Run 1, logic cells by family:
(4 px per um)
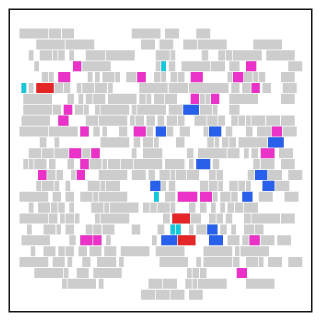
Run 1, a small window of the routed layout:
Region (23, 23) to (53, 53) um. Cells in gray, sequential cells in the stronger gray; small squares are vias.
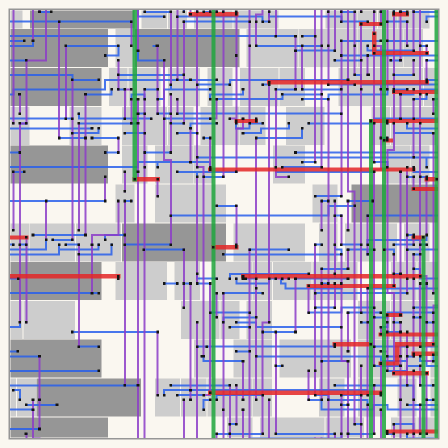
Run 1, cell placement:
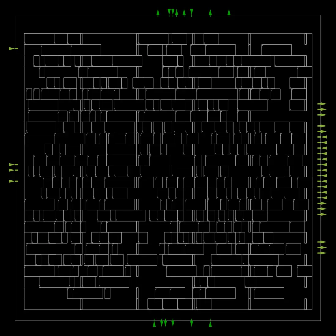
--- config.mk ---
export PLATFORM = sky130hd
export DESIGN_NAME = temporizer_core
export DESIGN_NICKNAME = d
export VERILOG_FILES = /design/src/rtl/temporizer_core.sv
export SDC_FILE = /design/constraint.sdc
export NUM_CORES = 1
export LEC_CHECK = 0
export CORE_MARGIN = 2
export CORE_UTILIZATION = 50
export DETAILED_ROUTE_END_ITERATION = 6
export PLACE_DENSITY = 0.75
export SYNTH_ARGS = -nofsm -noshare
export SYNTH_HDL_FRONTEND = slang
export SYNTH_SLANG_ARGS = --single-unit
--- constraint.sdc ---
create_clock -name clk -period 3.6 [get_ports clk]
set_clock_uncertainty 0.2 [all_clocks]
set_input_delay 0.72 -clock clk [delete_from_list [all_inputs] [get_ports clk]]
set_output_delay 0.72 -clock clk [all_outputs]
set_load 0.01 [all_outputs]
--- src/rtl/temporizer_core.sv ---
// Countdown timer with a 1 s prescaler, run/pause/finish states and
// single-cycle load/start/stop requests.
module temporizer_core #(
    parameter int unsigned TICKS_PER_SEC = 50_000_000,
    parameter int unsigned MAX_TIME      = 5999
) (
    input  logic        clk,
    input  logic        rst,
    input  logic        load,
    input  logic [15:0] load_value,
    input  logic        start,
    input  logic        stop,
    output logic [15:0] _time,
    output logic [1:0]  state,
    output logic        sec_tick,
    output logic        done
);

    localparam int unsigned CW = (TICKS_PER_SEC > 2) ? $clog2(TICKS_PER_SEC) : 1;
    localparam logic [CW-1:0] LAST  = CW'(TICKS_PER_SEC - 1);
    localparam logic [15:0]   MAX_T = 16'(MAX_TIME);

    typedef enum logic [1:0] {
        S_CONT = 2'b00,
        S_DET  = 2'b01,
        S_FIN  = 2'b11
    } state_e;

    state_e        state_q, state_d;
    logic [15:0]   time_q, time_d;
    logic [CW-1:0] cnt_q, cnt_d;
    logic          tick_q, tick_d;
    logic          done_q, done_d;
    logic          wrap;
    logic [15:0]   clamped;

    assign wrap    = (cnt_q == LAST);
    assign clamped = (load_value > MAX_T) ? MAX_T : load_value;

    always_comb begin
        state_d = state_q;
        time_d  = time_q;
        cnt_d   = wrap ? '0 : cnt_q + CW'(1);
        tick_d  = wrap;
        done_d  = 1'b0;
        if (load) begin
            // a load always pauses and restarts the second boundary
            time_d  = clamped;
            state_d = S_DET;
            cnt_d   = '0;
        end else begin
            case (state_q)
                S_DET: begin
                    if (!stop && start && time_q != 16'd0) begin
                        state_d = S_CONT;
                        cnt_d   = '0;
                    end
                end
                S_CONT: begin
                    if (stop) begin
                        state_d = S_DET;
                    end else if (wrap && time_q != 16'd0) begin
                        time_d = time_q - 16'd1;
                        if (time_q == 16'd1) begin
                            state_d = S_FIN;
                            done_d  = 1'b1;
                        end
                    end
                end
                S_FIN: begin
                    time_d = 16'd0;
                end
                default: begin
                    state_d = S_DET;
                end
            endcase
        end
    end

    always_ff @(posedge clk) begin
        if (rst) begin
            state_q <= S_DET;
            time_q  <= 16'd0;
            cnt_q   <= '0;
            tick_q  <= 1'b0;
            done_q  <= 1'b0;
        end else begin
            state_q <= state_d;
            time_q  <= time_d;
            cnt_q   <= cnt_d;
            tick_q  <= tick_d;
            done_q  <= done_d;
        end
    end

    assign _time    = time_q;
    assign state    = state_q;
    assign sec_tick = tick_q;
    assign done     = done_q;

endmodule
==> qor.rpt, run 1 <==
=========================================================================================
Stage-log warning count ....................................................           27
FFs & Latches ..............................................................           46
M1 wire length .............................................................      2570 um
Number of antenna violations at the first check in global routing ..........            0
Init Core Util .............................................................        52.7%
Type of the setup path with the least slack ................................   reg -> reg
Setup bufs post-CTS ........................................................            0
Overflow after GRT .........................................................            0
Final Cycle Share ..........................................................        72.6%
Post-layout worst setup margin .............................................     0.986 ns
Antenna Cells ..............................................................            0
Final Cell Area ............................................................  0.00305 mm2
Top sig layer ..............................................................         met4
ClkCell Share ..............................................................        2.62%
Critical Path Fanout Max ...................................................            5
Number of placed instances, taps included ..................................          414
CTS HTree Levels ...........................................................            2
Buffer type at the clock tree root ......................................... sky130_fd_sc_hd__clkbuf_8
Cell type with the highest aggregate area in the netlist ................... sky130_fd_sc_hd__dfxtp_1
Library cells used by synthesis ............................................           49
Minimum clock period after layout ..........................................      2.61 ns
Die area ...................................................................  0.00566 mm2
Final setup violating endpoints ............................................            0
Number of buffer and inverter stages on the critical path ..................            0
Post-DR wirelength/cell ....................................................      15.1 um
Logic depth of the worst register-to-register path .........................            6
Cell types occupying the most area after synthesis ......................... sky130_fd_sc_hd__dfxtp_1 (36%), sky130_fd_sc_hd__nor2_1 (6.8%), sky130_fd_sc_hd__xnor2_1 (5.2%), sky130_fd_sc_hd__nand2_1 (4.0%), sky130_fd_sc_hd__nand3_1 (3.7%)
Vert. Die Dim ..............................................................      75.3 um
Top Usage Layer GRT ........................................................         met2
Worst min-delay path endpoint ..............................................     cnt_q[0]
All-layer global routing usage .............................................        23.1%
Setup slack at placement ...................................................     0.694 ns
Met2 WL post-DR ............................................................      3120 um
Via count of the first global-routing pass .................................         2289
R2R Path Start .............................................................     cnt_q[0]
Required time reported for the critical path endpoint ......................      3.65 ns
CP arrival .................................................................      2.66 ns
Core Rows ..................................................................           25
Most frequent logic cells in the routed design ............................. sky130_fd_sc_hd__nor2_1 (46), sky130_fd_sc_hd__dfxtp_1 (46), sky130_fd_sc_hd__clkdlybuf4s50_1 (40)
Setup repair after global routing missed its margin ........................           no
Fraction of layout instances using a drive strength above 1 ................        4.52%
TritonRoute pass-1 iters ...................................................            4
First element of the critical path .........................................     cnt_q[0]
# IOs ......................................................................           41
Fraction of met2 tracks used by global routing .............................        40.3%
Dpl hpwl ...................................................................      4760 um
Largest net degree at the start of global routing ..........................           26
Final core utilization .....................................................        63.4%
Proportion of register bits with asynchronous set or reset after synthesis .           0%
Highest cell delay on the worst timing path ................................      0.67 ns
Setup crit start kind ......................................................     register
Buffer count excluding the clock tree in the final layout ..................           44
Worst hold margin ..........................................................     0.275 ns
TritonCTS sink count .......................................................           46
Bufs on Longest Clock Path .................................................            2
Initial DRC Count ..........................................................          181
Start point of the worst hold path .........................................     cnt_q[0]
Flop and latch count out of synthesis ......................................           46
Post-cts resize count ......................................................            0
Antenna Violating Nets Remaining ...........................................            0
Number of cells on the critical path .......................................            6
Via total after detailed routing ...........................................         2472
Post-Route Setup TNS .......................................................         0 ns
Die width ..................................................................      75.3 um
Post-synth top flop ........................................................ sky130_fd_sc_hd__dfxtp_1
CP cell instances .......................................................... ha_1, nand4_1, nor4_1, nand3_1, a21oi_1, a32o_1
Hold path cells ............................................................            1
Register area ..............................................................      921 um2
Power per standard cell area ...............................................   328 mW/mm2
Via-to-Cell Ratio ..........................................................         5.87
Clkbuf count ...............................................................            6
Max frequency ..............................................................    0.383 GHz
Final Wtd Congestion .......................................................        0.958
Comb area share ............................................................        49.8%
TritonCTS clock tree .......................................................         done
Slew Viols, Final ..........................................................            0
Yosys warnings .............................................................            0
Commonest cells in the netlist ............................................. sky130_fd_sc_hd__dfxtp_1 (46), sky130_fd_sc_hd__nor2_1 (46), sky130_fd_sc_hd__nand2_1 (27)
Clock-pin slew of the registers on the worst-case setup and hold paths .....      0.08 ns
Worst-Margin Slew ..........................................................     0.737 ns
Overall Power ..............................................................      1.00 mW
Destination of the worst register-to-register timing path ..................     _time[9]
Routing usage on met1 ......................................................        25.7%
Global-route wire length before repair .....................................      9900 um
Minimum setup slack among reg-to-reg paths .................................      0.99 ns
Sequential cell area fraction in the yosys report ..........................        36.3%
Post-synth tally of flip-flops with integrated enable ......................            0
End point of the critical path .............................................     _time[9]
Number of tapcells .........................................................           67
Port Buf Inserts ...........................................................           40
Total wirelength of the detailed-routed design .............................      6340 um
Buffering overhead .........................................................        14.1%
Latest clock arrival within the worst-skew pair ............................      0.30 ns
Area of the core ...........................................................  0.00482 mm2
Total placed instance area .................................................  0.00297 mm2
Status ..................................................................... finished clean
Combined area of all synthesized cells .....................................  0.00254 mm2
Syn Inst Count .............................................................          314
Met3 usage in global routing ...............................................        5.22%
Slowest-stage cell, CP ..................................................... sky130_fd_sc_hd__nor4_1
Area fraction of the dominant cell type after synthesis ....................        36.3%
Post-layout nets ...........................................................          378
Max-Cap Viols ..............................................................            0
Largest cell class by area ................................................. combinational gates
Hold buffers post-CTS ......................................................            0
Normalized max-slew margin .................................................        50.4%
Multi-Input Combinational ..................................................          252
Endpoint type of the worst setup path ......................................     register
Number of cells in the yosys synthesis report ..............................          314
Syn nets ...................................................................          338
Comb gate area .............................................................  0.00152 mm2
Crit-path leading delay family ............................................. simple AND/OR/NAND/NOR gates
TritonCTS Buffers ..........................................................            5
Number of non-clock inverters in the layout ................................            5
Met3 WL post-DR ............................................................       402 um
Number of DRC violations after detailed routing ............................            0
Hold Crit Class ............................................................   reg -> reg
Average size of a mapped cell ..............................................     8.08 um2
Final Hold Violating Endpoints .............................................            0
Non-filler cells, final ....................................................          421
YS chip area ...............................................................  0.00254 mm2
=========================================================================================
-- 'logic cells by family' (at the start) --
| color | family | cells |
|---|---|---|
| magenta | and/or cells | 26 |
| red | fa/ha/maj cells | 3 |
| cyan | inv cells | 5 |
| blue | non-inverting ao/oa cells | 12 |

-- 'a small window of the routed layout' (at the start) --
| color | layer |
|---|---|
| blue | metal 1 |
| green | metal 4 |
| red | metal 3 |
| purple | metal 2 |
cells with their middle in the window: 83
most frequent: dfxtp_1 (10), nand2_1 (9), nor2_1 (9)
netlist names of flops here include: cnt_q (7), _time (2)
sequential cells in the window: 10

-- 'cell placement' (at the start) --
fill cell instance count of the final layout: 446
share of cell area taken by flip-flops and latches: 30.2%

run 1: kinds of logic after synthesis:
family / Yosys count / synth area share [%]
adder cells (fa/ha/maj): 3 / 1.48
buffers and inverters: 16 / 3.89
AND/OR/NAND/NOR: 164 / 33.3
flip-flops: 46 / 36.3
AND-OR/OR-AND: 61 / 16.8
XOR/XNOR: 24 / 8.28
run 1: power breakdown:
part / switching [mW] / internal, mW / total, mW / leakage, nW
logic: 0.0872 / 0.0773 / 0.164 / 0.567
clock network: 0.167 / 0.133 / 0.301 / 0.0373
registers: 0.0177 / 0.520 / 0.538 / 0.373
total: 0.272 / 0.730 / 1.00 / 0.978
run 1: state kept, by name, indices dropped and copies added, names as in the netlist:
signal,count
cnt_q,26
sec_tick,1
done,1
state,2
_time,16
==> inputs of run 2 (changes only) <==
==> constraint.sdc (replaced) <==
create_clock -name clk -period 2.7 [get_ports clk]
set_clock_uncertainty 0.2 [all_clocks]
set_input_delay 0.54 -clock clk [delete_from_list [all_inputs] [get_ports clk]]
set_output_delay 0.54 -clock clk [all_outputs]
set_load 0.01 [all_outputs]
==> qor.rpt, run 2 <==
=========================================================================================
Status ..................................................................... finished clean
Type of the setup path with the least slack ................................   reg -> reg
Aoi share ..................................................................        16.8%   unchanged
Start point of the worst hold path .........................................     cnt_q[0]
Flip-flop count of the largest register after layout .......................           26   unchanged
Cell types occupying the most area after synthesis ......................... sky130_fd_sc_hd__dfxtp_1 (36%), sky130_fd_sc_hd__nor2_1 (6.8%), sky130_fd_sc_hd__xnor2_1 (5.2%), sky130_fd_sc_hd__nand2_1 (4.0%), sky130_fd_sc_hd__nand3_1 (3.7%)
Core Rows ..................................................................           25   unchanged
Top reg by flops ...........................................................        cnt_q
Logic depth of the worst register-to-register path .........................            7   +1
Fill cell instance count of the final layout ...............................          453   +1.6%
Worst-Margin Slew ..........................................................     0.505 ns   -0.232 ns
Overflow after GRT .........................................................            0   unchanged
Flop and latch count out of synthesis ......................................           46   unchanged
CTS HTree Levels ...........................................................            2   unchanged
Internal power component ...................................................     0.999 mW   +37%
Number of cells in the yosys synthesis report ..............................          314   unchanged
Minimum setup slack among reg-to-reg paths .................................      0.19 ns   -0.80 ns
Latest clock arrival within the worst-skew pair ............................      0.29 ns   about the same
Clock network fraction of total power ......................................        30.3%   +0.3 points
Post-layout worst setup margin .............................................     0.189 ns   -0.797 ns
TritonCTS clock tree .......................................................         done
M1 wire length .............................................................      2770 um   +7.6%
Antenna Cells ..............................................................            0   unchanged
Slowest-stage cell, CP ..................................................... sky130_fd_sc_hd__or4b_4
Die area ...................................................................  0.00566 mm2   unchanged
Net switching power ........................................................     0.352 mW   +29%
End point of the critical path .............................................     _time[9]
Final Cell Area ............................................................  0.00312 mm2   +2.3%
Post-synth top flop ........................................................ sky130_fd_sc_hd__dfxtp_1
Required time reported for the critical path endpoint ......................      2.69 ns   -0.96 ns
All-layer global routing usage .............................................        23.5%   +0.35 points
Antenna Violating Nets Remaining ...........................................            0   unchanged
Final Wtd Congestion .......................................................        0.882   -7.9%
TritonRoute pass-1 iters ...................................................            4   unchanged
Via-to-Cell Ratio ..........................................................         5.68   -3.2%
Critical Path Fanout Max ...................................................            6   +1
Simple Share, Synth ........................................................        33.3%   unchanged
Number of buffer and inverter stages on the critical path ..................            1   +1
Clock-pin slew of the registers on the worst-case setup and hold paths .....      0.08 ns   about the same
Final Cycle Share ..........................................................        93.0%   +20 points
Max-Cap Viols ..............................................................            0   unchanged
Number of antenna violations at the first check in global routing ..........            0   unchanged
Comb area leader ........................................................... simple AND/OR/NAND/NOR gates
Via count of the first global-routing pass .................................         2210   -3.5%
Area fraction of the dominant cell type after synthesis ....................        36.3%   unchanged
Commonest cells in the netlist ............................................. sky130_fd_sc_hd__dfxtp_1 (46), sky130_fd_sc_hd__nor2_1 (46), sky130_fd_sc_hd__nand2_1 (27)
Hold Crit Class ............................................................   reg -> reg
Number of DRC violations after detailed routing ............................            0   unchanged
Die width ..................................................................      75.3 um   unchanged
Vert. Die Dim ..............................................................      75.3 um   unchanged
Post-Route Setup TNS .......................................................         0 ns   unchanged
Stage-log warning count ....................................................           27   unchanged
Destination of the worst register-to-register timing path ..................     _time[9]
Power per standard cell area ...............................................   433 mW/mm2   +32%
Worst hold margin ..........................................................     0.294 ns   +0.0193 ns
Syn nets ...................................................................          338   unchanged
Bufs on Longest Clock Path .................................................            2   unchanged
Endpoint type of the worst setup path ......................................     register
R2R Path Start .............................................................     _time[1]
Via total after detailed routing ...........................................         2432   -1.6%
Final core utilization .....................................................        64.8%   +1.5 points
Minimum clock period after layout ..........................................      2.51 ns   -0.103 ns
Met3 usage in global routing ...............................................        5.22%   unchanged
Crit-path leading delay family ............................................. AND-OR/OR-AND gates
Proportion of register bits with asynchronous set or reset after synthesis .           0%   unchanged
Yosys warnings .............................................................            0   unchanged
Synthesized-area fraction occupied by adder cells ..........................        1.48%   unchanged
Slew Viols, Final ..........................................................            0   unchanged
Fraction of met2 tracks used by global routing .............................        40.8%   +0.58 points
Sequential cell area fraction in the yosys report ..........................        36.3%   unchanged
Met3 WL post-DR ............................................................       325 um   -19%
YS chip area ...............................................................  0.00254 mm2   unchanged
Post-cts resize count ......................................................            0   unchanged
Initial DRC Count ..........................................................          116   -36%
Port Buf Inserts ...........................................................           40   unchanged
Hold buffers post-CTS ......................................................            0   unchanged
Largest net degree at the start of global routing ..........................           26   unchanged
Combined area of all synthesized cells .....................................  0.00254 mm2   unchanged
Average size of a mapped cell ..............................................     8.08 um2   unchanged
TritonCTS Buffers ..........................................................            5   unchanged
Top Usage Layer GRT ........................................................         met2
Total wirelength of the detailed-routed design .............................      6270 um   -1.1%
Init Core Util .............................................................        52.7%   unchanged
Setup bufs post-CTS ........................................................            0   unchanged
Setup slack at placement ...................................................     0.147 ns   -0.546 ns
Area of the core ...........................................................  0.00482 mm2   unchanged
Max frequency ..............................................................    0.398 GHz   +4.1%
Post-synth tally of flip-flops with integrated enable ......................            0   unchanged
Non-filler cells, final ....................................................          428   +1.7%
Buffer type at the clock tree root ......................................... sky130_fd_sc_hd__clkbuf_8
Final setup violating endpoints ............................................            0   unchanged
Number of cells on the critical path .......................................            7   +1
Library cells used by synthesis ............................................           49   unchanged
Cell type with the highest aggregate area in the netlist ................... sky130_fd_sc_hd__dfxtp_1
Setup repair after global routing missed its margin ........................           no
=========================================================================================
==> run 2: netlist changes by cell type in the layout (fill, tap and decap cells not counted), sizes merged <==
cell,previous run,this run
buf,4,12
clkinvlp,1,0
==> run 2: power by group through the flow <==
| stage | clock (mW) | sequential (mW) | combinational (mW) |
|---|---|---|---|
| CTS | 0.426 | 0.712 | 0.226 |
| floorplan | 0 | 0.733 | 0.131 |
| global route | 0.451 | 0.716 | 0.251 |
| finish | 0.410 | 0.713 | 0.229 |
| detailed placement | 0 | 0.728 | 0.225 |
| global placement | 0 | 0.728 | 0.224 |
==> run 2: cell type report <==
cell class	count	area, um2	share of cell area [%]
multi-input cells	252	1530	48.9
flip-flops and latches	46	921	29.5
repair buffers	52	490	15.7
well taps	67	83.8	2.68
clock buffers	6	82.6	2.64
inverters	5	18.8	0.601
Run 2, routed metal, one color a layer:
(4 px per um) Two of the layers only.
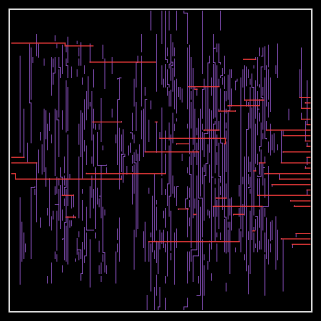
| color | layer | wire length |
|---|---|---|
| purple | metal 2 | 2990 um |
| red | metal 3 | 326 um |

Run 2, logic cells by family:
(4 px per um)
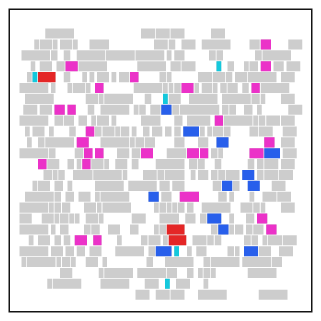
| color | family | cells |
|---|---|---|
| cyan | inv cells | 5 |
| blue | non-inverting ao/oa cells | 12 |
| red | fa/ha/maj cells | 3 |
| magenta | and/or cells | 26 |

==> inputs of run 3 (changes only) <==
--- a/config.mk
+++ b/config.mk
@@ -6,9 +6,9 @@
 export NUM_CORES = 1
 export LEC_CHECK = 0
 export CORE_MARGIN = 2
-export CORE_UTILIZATION = 50
+export CORE_UTILIZATION = 45
 export DETAILED_ROUTE_END_ITERATION = 6
-export PLACE_DENSITY = 0.75
+export PLACE_DENSITY = 0.69
 export SYNTH_ARGS = -nofsm -noshare
 export SYNTH_HDL_FRONTEND = slang
 export SYNTH_SLANG_ARGS = --single-unit
==> qor.rpt, run 3 <==
=========================================================================================
End point of the critical path .............................................     _time[4]
Area fraction of the dominant cell type after synthesis ....................        36.3%   unchanged
Via total after detailed routing ...........................................         2501   +2.8%
TritonCTS clock tree .......................................................         done
Final Wtd Congestion .......................................................        0.883   about the same
Hold Crit Class ............................................................   reg -> reg
Die width ..................................................................      79.1 um   +5.1%
Final Cycle Share ..........................................................        92.0%   -1.0 points
Final core utilization .....................................................        58.0%   -6.9 points
Max frequency ..............................................................    0.403 GHz   +1.1%
CTS HTree Levels ...........................................................            2   unchanged
Combined area of all synthesized cells .....................................  0.00254 mm2   unchanged
Buffer type at the clock tree root ......................................... sky130_fd_sc_hd__clkbuf_8
Comb area share ............................................................        48.1%   -0.75 points
Fraction of met2 tracks used by global routing .............................        37.7%   -3.1 points
Top reg by flops ...........................................................        cnt_q
Share of cell area taken by flip-flops and latches .........................        29.0%   -0.45 points
Start point of the worst hold path .........................................     cnt_q[0]
M1 wire length .............................................................      2820 um   +1.8%
Antenna Cells ..............................................................            0   unchanged
Max-Cap Viols ..............................................................            0   unchanged
Post-cts resize count ......................................................            0   unchanged
Init Core Util .............................................................        46.4%   -6.3 points
Power per standard cell area ...............................................   438 mW/mm2   +1.3%
Die area ...................................................................  0.00626 mm2   +11%
Latest clock arrival within the worst-skew pair ............................      0.30 ns   about the same
Total wirelength of the detailed-routed design .............................      6380 um   +1.8%
Initial DRC Count ..........................................................          116   unchanged
Flop and latch count out of synthesis ......................................           46   unchanged
All-layer global routing usage .............................................        21.8%   -1.7 points
Number of cells in the yosys synthesis report ..............................          314   unchanged
Hold buffers post-CTS ......................................................            0   unchanged
Slew Viols, Final ..........................................................            0   unchanged
Final setup violating endpoints ............................................            0   unchanged
Yosys warnings .............................................................            0   unchanged
Minimum setup slack among reg-to-reg paths .................................      0.22 ns   +0.03 ns
Clkbuf count ...............................................................            6   unchanged
Logic depth of the worst register-to-register path .........................            7   unchanged
Critical Path Fanout Max ...................................................            4   -2
Cell type with the highest aggregate area in the netlist ................... sky130_fd_sc_hd__dfxtp_1
R2R Path Start .............................................................     cnt_q[0]
Synthesized-area fraction occupied by adder cells ..........................        1.48%   unchanged
Antenna Violating Nets Remaining ...........................................            0   unchanged
Register area ..............................................................      921 um2   unchanged
Number of placed instances, taps included ..................................          431
Core Rows ..................................................................           27   +8.0%
Average size of a mapped cell ..............................................     8.08 um2   unchanged
Area of the core ...........................................................  0.00547 mm2   +14%
Stage-log warning count ....................................................           27   unchanged
Simple Share, Synth ........................................................        33.3%   unchanged
Post-DR wirelength/cell ....................................................      14.5 um
FFs & Latches ..............................................................           46   unchanged
Vert. Die Dim ..............................................................      79.1 um   +5.1%
Number of tapcells .........................................................           72   +7.5%
Aoi share ..................................................................        16.8%   unchanged
Top Usage Layer GRT ........................................................         met2
Syn nets ...................................................................          338   unchanged
Non-filler cells, final ....................................................          439   +2.6%
TritonRoute pass-1 iters ...................................................            4   unchanged
Setup repair after global routing missed its margin ........................           no
Post-layout nets ...........................................................          390
Buffer count excluding the clock tree in the final layout ..................           56   +7.7%
Type of the setup path with the least slack ................................   reg -> reg
TritonCTS Buffers ..........................................................            5   unchanged
Post-synth tally of flip-flops with integrated enable ......................            0   unchanged
Final Cell Area ............................................................  0.00317 mm2   +1.6%
Met3 WL post-DR ............................................................       319 um   -1.8%
Setup crit start kind ......................................................     register
Post-synth top flop ........................................................ sky130_fd_sc_hd__dfxtp_1
Comb gate area .............................................................  0.00153 mm2   unchanged
Destination of the worst register-to-register timing path ..................     _time[4]
Endpoint type of the worst setup path ......................................     register
Post-layout worst setup margin .............................................     0.217 ns   +0.0280 ns
Via count of the first global-routing pass .................................         2395   +8.4%
CP arrival .................................................................      2.48 ns
Number of cells on the critical path .......................................            7   unchanged
Worst-Margin Slew ..........................................................     0.506 ns   +0.000726 ns
Flip-flop count of the largest register after layout .......................           26   unchanged
Bufs on Longest Clock Path .................................................            2   unchanged
Multi-Input Combinational ..................................................          252   unchanged
Required time reported for the critical path endpoint ......................      2.69 ns   about the same
Slowest-stage cell, CP ..................................................... sky130_fd_sc_hd__or4_1
Commonest cells in the netlist ............................................. sky130_fd_sc_hd__dfxtp_1 (46), sky130_fd_sc_hd__nor2_1 (46), sky130_fd_sc_hd__nand2_1 (27)
Setup bufs post-CTS ........................................................            0   unchanged
Number of non-clock inverters in the layout ................................            5   unchanged
YS chip area ...............................................................  0.00254 mm2   unchanged
Number of DRC violations after detailed routing ............................            0   unchanged
# IOs ......................................................................           41
Number of buffer and inverter stages on the critical path ..................            1   unchanged
Crit-path leading delay family ............................................. simple AND/OR/NAND/NOR gates
Met3 usage in global routing ...............................................        4.32%   -0.90 points
Comb area leader ........................................................... simple AND/OR/NAND/NOR gates
Largest net degree at the start of global routing ..........................           26   unchanged
Worst hold margin ..........................................................     0.269 ns   -0.0256 ns
Fill cell instance count of the final layout ...............................          540   +19%
Dpl hpwl ...................................................................      4870 um
Largest cell class by area ................................................. combinational gates
Clock-pin slew of the registers on the worst-case setup and hold paths .....      0.08 ns   about the same
Library cells used by synthesis ............................................           49   unchanged
Sequential cell area fraction in the yosys report ..........................        36.3%   unchanged
Overflow after GRT .........................................................            0   unchanged
Number of antenna violations at the first check in global routing ..........            0   unchanged
Post-Route Setup TNS .......................................................         0 ns   unchanged
Cell types occupying the most area after synthesis ......................... sky130_fd_sc_hd__dfxtp_1 (36%), sky130_fd_sc_hd__nor2_1 (6.8%), sky130_fd_sc_hd__xnor2_1 (5.2%), sky130_fd_sc_hd__nand2_1 (4.0%), sky130_fd_sc_hd__nand3_1 (3.7%)
Buffering overhead .........................................................        16.4%   +0.71 points
Syn Inst Count .............................................................          314
Proportion of register bits with asynchronous set or reset after synthesis .           0%   unchanged
Port Buf Inserts ...........................................................           40   unchanged
Overall Power ..............................................................      1.39 mW
Via-to-Cell Ratio ..........................................................         5.70   +0.26%
Minimum clock period after layout ..........................................      2.48 ns   -0.0280 ns
Status ..................................................................... finished clean
Setup slack at placement ...................................................     0.158 ns   +0.0111 ns
ClkCell Share ..............................................................        3.00%   +0.35 points
=========================================================================================
-- run 3: worst register-to-register path, cell delays in order (launching register included) --
cell,delay (ns)
sky130_fd_sc_hd__dfxtp_1,0.38
sky130_fd_sc_hd__ha_1,0.23
sky130_fd_sc_hd__nand4_1,0.16
sky130_fd_sc_hd__or4_1,0.61
sky130_fd_sc_hd__nor4_1,0.31
sky130_fd_sc_hd__buf_4,0.17
sky130_fd_sc_hd__nand3_1,0.07
sky130_fd_sc_hd__a32o_1,0.25
-- run 3: report_power, final --
part | internal [mW] | switching (mW)
clock network | 0.206 | 0.231
logic | 0.116 | 0.127
registers | 0.693 | 0.0176
total | 1.01 | 0.376
Run 3, a small window of the routed layout:
Region (25, 25) to (55, 55) um. Cells in gray, sequential cells in the stronger gray; small squares are vias.
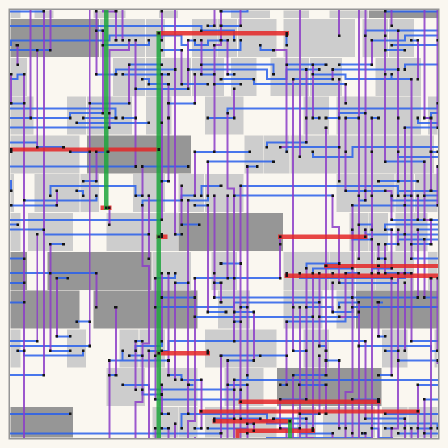
| color | layer |
|---|---|
| red | metal 3 |
| purple | metal 2 |
| blue | metal 1 |
| green | metal 4 |
cells with their middle in the window: 75
sequential cells in the window: 9
netlist names of flops here include: cnt_q (5), _time (4)
most frequent: nor2_1 (10), dfxtp_1 (9)

Run 3, routed metal, one color a layer:
(4 px per um) Two of the layers only.
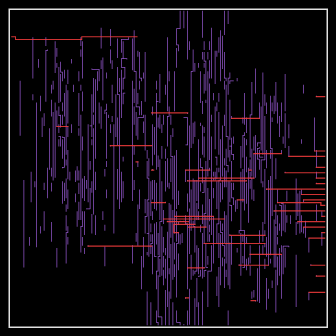
| color | layer | wire length |
|---|---|---|
| purple | metal 2 | 3110 um |
| red | metal 3 | 320 um |

No activity file was given, so power comes from the tool's default toggle rates.
